**Cells by drive strength**

Bar = 100 um.
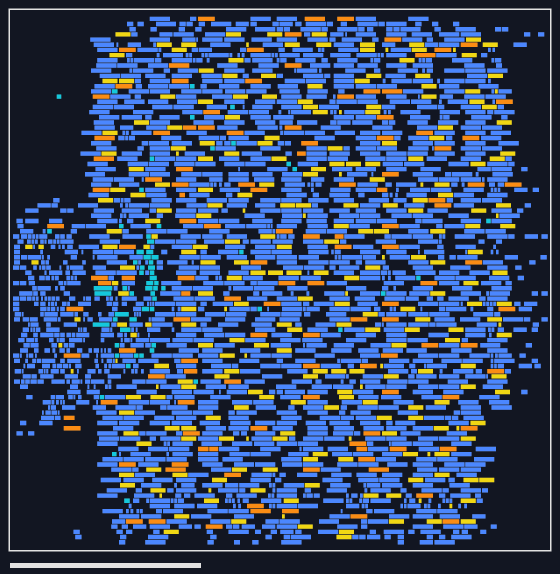
**I/O pins on the die edge**

Pins as bars across the die edge, other pins in grey.
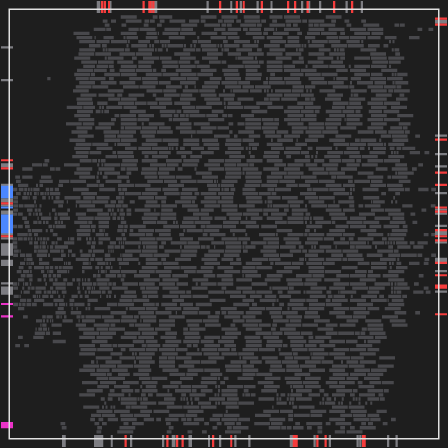
**Signal wires on met4**

Bar = 100 um.
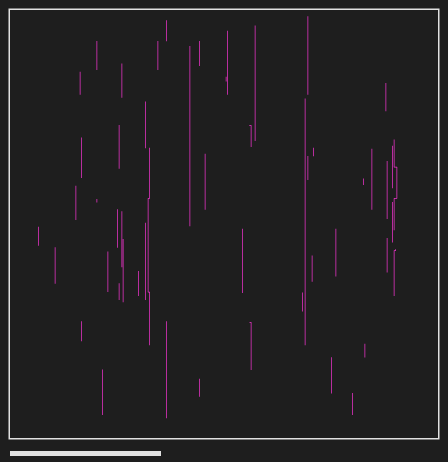
File: src/rtl/lockin_frame_fifo.sv
// Lock-in output stage: stamps NUM_CH result words with a shared sequence number,
// decimates the tick stream and buffers whole frames in a first-word-fall-through FIFO.
module lockin_frame_fifo #(
  parameter int NUM_CH  = 2,
  parameter int DATA_W  = 24,
  parameter int SEQ_W   = 8,
  parameter int DEPTH   = 16,
  parameter int DECIM_W = 8,
  parameter int OVF_W   = 16
) (
  input  logic                                clk,
  input  logic                                reset,
  input  logic                                tick_i,
  input  logic [NUM_CH*DATA_W-1:0]            data_i,
  input  logic [DECIM_W-1:0]                  decim_i,
  input  logic                                rd_i,
  output logic [NUM_CH*(SEQ_W+DATA_W)-1:0]    frame_o,
  output logic                                valid_o,
  output logic [$clog2(DEPTH):0]              level_o,
  output logic [OVF_W-1:0]                    ovf_cnt_o,
  output logic [SEQ_W-1:0]                    seq_o
);

  localparam int PTR_W   = $clog2(DEPTH);
  localparam int LVL_W   = PTR_W + 1;
  localparam int WORD_W  = SEQ_W + DATA_W;
  localparam int FRAME_W = NUM_CH * WORD_W;

  logic [FRAME_W-1:0] mem [DEPTH];
  logic [PTR_W:0]     wr_ptr, rd_ptr, rd_next;
  logic [LVL_W-1:0]   level;
  logic [FRAME_W-1:0] head, new_frame;
  logic [SEQ_W-1:0]   seq;
  logic [DECIM_W-1:0] dcnt;
  logic [OVF_W-1:0]   ovf_cnt;
  logic               empty, full, keep, pop, push, drop;

  // Read side handshake: valid_o says frame_o holds the head frame; a one-cycle
  // rd_i while valid_o is high consumes it, rd_i while empty is silently ignored.
  always_comb begin
    empty   = (wr_ptr == rd_ptr);
    full    = (wr_ptr[PTR_W] != rd_ptr[PTR_W]) &&
              (wr_ptr[PTR_W-1:0] == rd_ptr[PTR_W-1:0]);
    keep    = tick_i && (dcnt == '0);
    pop     = rd_i && !empty;
    push    = keep && (!full || pop);
    drop    = keep && full && !pop;
    rd_next = rd_ptr + {{PTR_W{1'b0}}, pop};
    new_frame = '0;
    for (int c = 0; c < NUM_CH; c++) begin
      new_frame[c*WORD_W +: WORD_W] = {seq, data_i[c*DATA_W +: DATA_W]};
    end
  end

  // Frame storage carries no reset; the pointers alone decide what is live.
  always_ff @(posedge clk) begin
    if (push) mem[wr_ptr[PTR_W-1:0]] <= new_frame;
  end

  always_ff @(posedge clk) begin
    if (reset) begin
      wr_ptr  <= '0;
      rd_ptr  <= '0;
      level   <= '0;
      head    <= '0;
      seq     <= '0;
      dcnt    <= '0;
      ovf_cnt <= '0;
    end else begin
      if (push) wr_ptr <= wr_ptr + {{PTR_W{1'b0}}, 1'b1};
      rd_ptr <= rd_next;
      level  <= level + {{(LVL_W-1){1'b0}}, push} - {{(LVL_W-1){1'b0}}, pop};
      // Registered head: take the incoming frame when it lands in the slot being exposed.
      if (push && (wr_ptr == rd_next)) head <= new_frame;
      else                             head <= mem[rd_next[PTR_W-1:0]];
      if (tick_i) begin
        seq  <= seq + SEQ_W'(1);
        dcnt <= (dcnt >= decim_i) ? '0 : dcnt + DECIM_W'(1);
      end
      if (drop && (ovf_cnt != '1)) ovf_cnt <= ovf_cnt + OVF_W'(1);
    end
  end

  assign frame_o   = head;
  assign valid_o   = !empty;
  assign level_o   = level;
  assign ovf_cnt_o = ovf_cnt;
  assign seq_o     = seq;

endmodule

File: config.mk
export PLATFORM = sky130hd
export DESIGN_NAME = lockin_frame_fifo
export DESIGN_NICKNAME = d
export VERILOG_FILES = /design/src/rtl/lockin_frame_fifo.sv
export SDC_FILE = /design/constraint.sdc
export NUM_CORES = 1
export LEC_CHECK = 0
export ABC_AREA = 0
export CAP_MARGIN = 10
export CORE_UTILIZATION = 49
export DETAILED_ROUTE_END_ITERATION = 10
export PLACE_DENSITY = 0.66
export REMOVE_ABC_BUFFERS = 1
export SYNTH_ARGS = -nofsm -noshare
export SYNTH_HDL_FRONTEND = slang
export SYNTH_SLANG_ARGS = --single-unit
File: constraint.sdc
create_clock -name clk -period 15.55 [get_ports clk]
set_clock_uncertainty 0.15 [all_clocks]
set_input_delay 3.11 -clock clk [delete_from_list [all_inputs] [get_ports clk]]
set_output_delay 3.11 -clock clk [all_outputs]
set_load 0.1 [all_outputs]
==> impl_results.html <==
<h2>Implementation results</h2>
<table>
<tr><th>Metric</th><th>Value</th></tr>
<tr><th colspan="2">Synthesis</th></tr>
<tr><td>Post-synth tally of flip-flops with integrated enable</td><td>896</td></tr>
<tr><td>Cells after Synth</td><td>1936</td></tr>
<tr><td>Adder share</td><td>0.00793</td></tr>
<tr><td>Distinct cell type count after synthesis</td><td>47</td></tr>
<tr><td>Dominant cells by area after synthesis</td><td>edfxtp_1 (69%), mux4_2 (13%), dfxtp_1 (5.3%), mux2i_1 (4.4%), a21oi_1 (0.98%)</td></tr>
<tr><th colspan="2">Final timing</th></tr>
<tr><td>Period utilization</td><td>0.477</td></tr>
<tr><td>Total Neg Setup Slack</td><td>0 ps</td></tr>
<tr><th colspan="2">Worst setup path</th></tr>
<tr><td>Worst reg2reg path startpoint</td><td>wr_ptr[3]</td></tr>
<tr><td>Register-to-register path setup slack</td><td>9590 ps</td></tr>
<tr><td>Endpoint type of the worst setup path</td><td>flop</td></tr>
<tr><td>Cell type of the slowest stage on the worst timing path</td><td>clkdlybuf4s50_1</td></tr>
<tr><td>Critical path data required time</td><td>15910 ps</td></tr>
<tr><td>Crit path buffers/inverters</td><td>4</td></tr>
<tr><td>End of the critical path</td><td>level_o[4]</td></tr>
<tr><td>Cell seen most often among critical-path stages</td><td>ha_1</td></tr>
<tr><td>Delay of the slowest cell on the worst path</td><td>830 ps</td></tr>
<tr><th colspan="2">Cells and area</th></tr>
<tr><td>Final Non-Filler Cells</td><td>3240</td></tr>
<tr><td>Final antenna diode count</td><td>0</td></tr>
<tr><td>Relative area of non-clock buffer cells in the final design</td><td>0.0413</td></tr>
<tr><td>Total of clock buffers placed in the layout</td><td>118</td></tr>
<tr><td>Number of logic gates</td><td>796</td></tr>
<tr><td>Highest-count cells in the layout ignoring fill and taps</td><td>edfxtp_1 (896), mux4_2 (224), mux2i_1 (170), clkdlybuf4s50_1 (152), dfxtp_1 (103)</td></tr>
<tr><td>Logic inverters</td><td>22</td></tr>
<tr><td>Share of cell area taken by flip-flops and latches</td><td>0.645</td></tr>
<tr><td>Fraction of layout instances using a drive strength above 1</td><td>0.205</td></tr>
<tr><td>Flip-flops</td><td>999</td></tr>
<tr><th colspan="2">Power and ir drop</th></tr>
<tr><td>Sequential-cell power consumption</td><td>3.06 mW</td></tr>
<tr><td>Clk network pwr share</td><td>0.324</td></tr>
<tr><td>Worst vdd rail ir drop</td><td>0.163 mV</td></tr>
<tr><td>Power in combinational cells</td><td>1.93 mW</td></tr>
<tr><td>Post-layout total power</td><td>7.39 mW</td></tr>
<tr><td>Portion of total power attributed to combinational logic</td><td>0.262</td></tr>
<tr><td>Leading power group</td><td>registers</td></tr>
<tr><th colspan="2">Worst hold path</th></tr>
<tr><td>Launch instance of the worst min-delay path</td><td>ovf_cnt_o[15]</td></tr>
<tr><th colspan="2">Routing</th></tr>
<tr><td>Iteration-0 DRC Markers</td><td>1996</td></tr>
<tr><td>Post-detailed-route count of antenna-violating nets</td><td>0</td></tr>
<tr><td>Drt wl/cell</td><td>27.3 um</td></tr>
<tr><td>Final routed DRC violation total</td><td>0</td></tr>
<tr><td>Post-detailed-route via-to-cell ratio</td><td>6.05</td></tr>
<tr><th colspan="2">Outcome</th></tr>
<tr><td>Result of the run</td><td>finished clean</td></tr>
<tr><th colspan="2">CTS</th></tr>
<tr><td>Depth of the CTS H-tree</td><td>3</td></tr>
<tr><td>Total number of clock tree sinks</td><td>999</td></tr>
<tr><td>Number of buffers added by the clock tree synthesis step</td><td>101</td></tr>
<tr><td>Cts-stage hold buffer count</td><td>0</td></tr>
<tr><th colspan="2">Global routing</th></tr>
<tr><td>GR Util met3</td><td>0.0359</td></tr>
<tr><td>Busiest metal layer after global routing</td><td>met2</td></tr>
<tr><td>First-pass GRT wire length</td><td>132000 um</td></tr>
</table>
## Picture notes: 'cells by drive strength'
drive 2: shown in yellow, cells 266. drive 1 or less: shown in blue, cells 1748. drive 6 and up: shown in orange, cells 124. drive 3 to 4: shown in cyan, cells 62.
setup slack of the critical path after layout: 8130 ps
Final Cell Area: 44900 um^2
buffers outside the clock class: 193
Area growth, synth to finish: 15.7%

## Picture notes: 'I/O pins on the die edge'
level_o: shown in magenta, pins 5, direction output, edge left. data_i: shown in red, pins 48, direction input, edge 16 top, 15 right, 13 bottom, 4 left. ovf_cnt_o: shown in blue, pins 16, direction output, edge left.
All pins by edge: 51 left, 40 bottom, 32 top, 31 right.
count of port buffers added during placement: 153
Die X: 283 um

## Picture notes: 'signal wires on met4'
The wires run mostly vertical. The longest straight run is 163 um. 26 nets have wire on it.
overall via count from detail_route: 19602
total detailed-routing wirelength: 88400 um

Power and IR drop assume default switching activity.
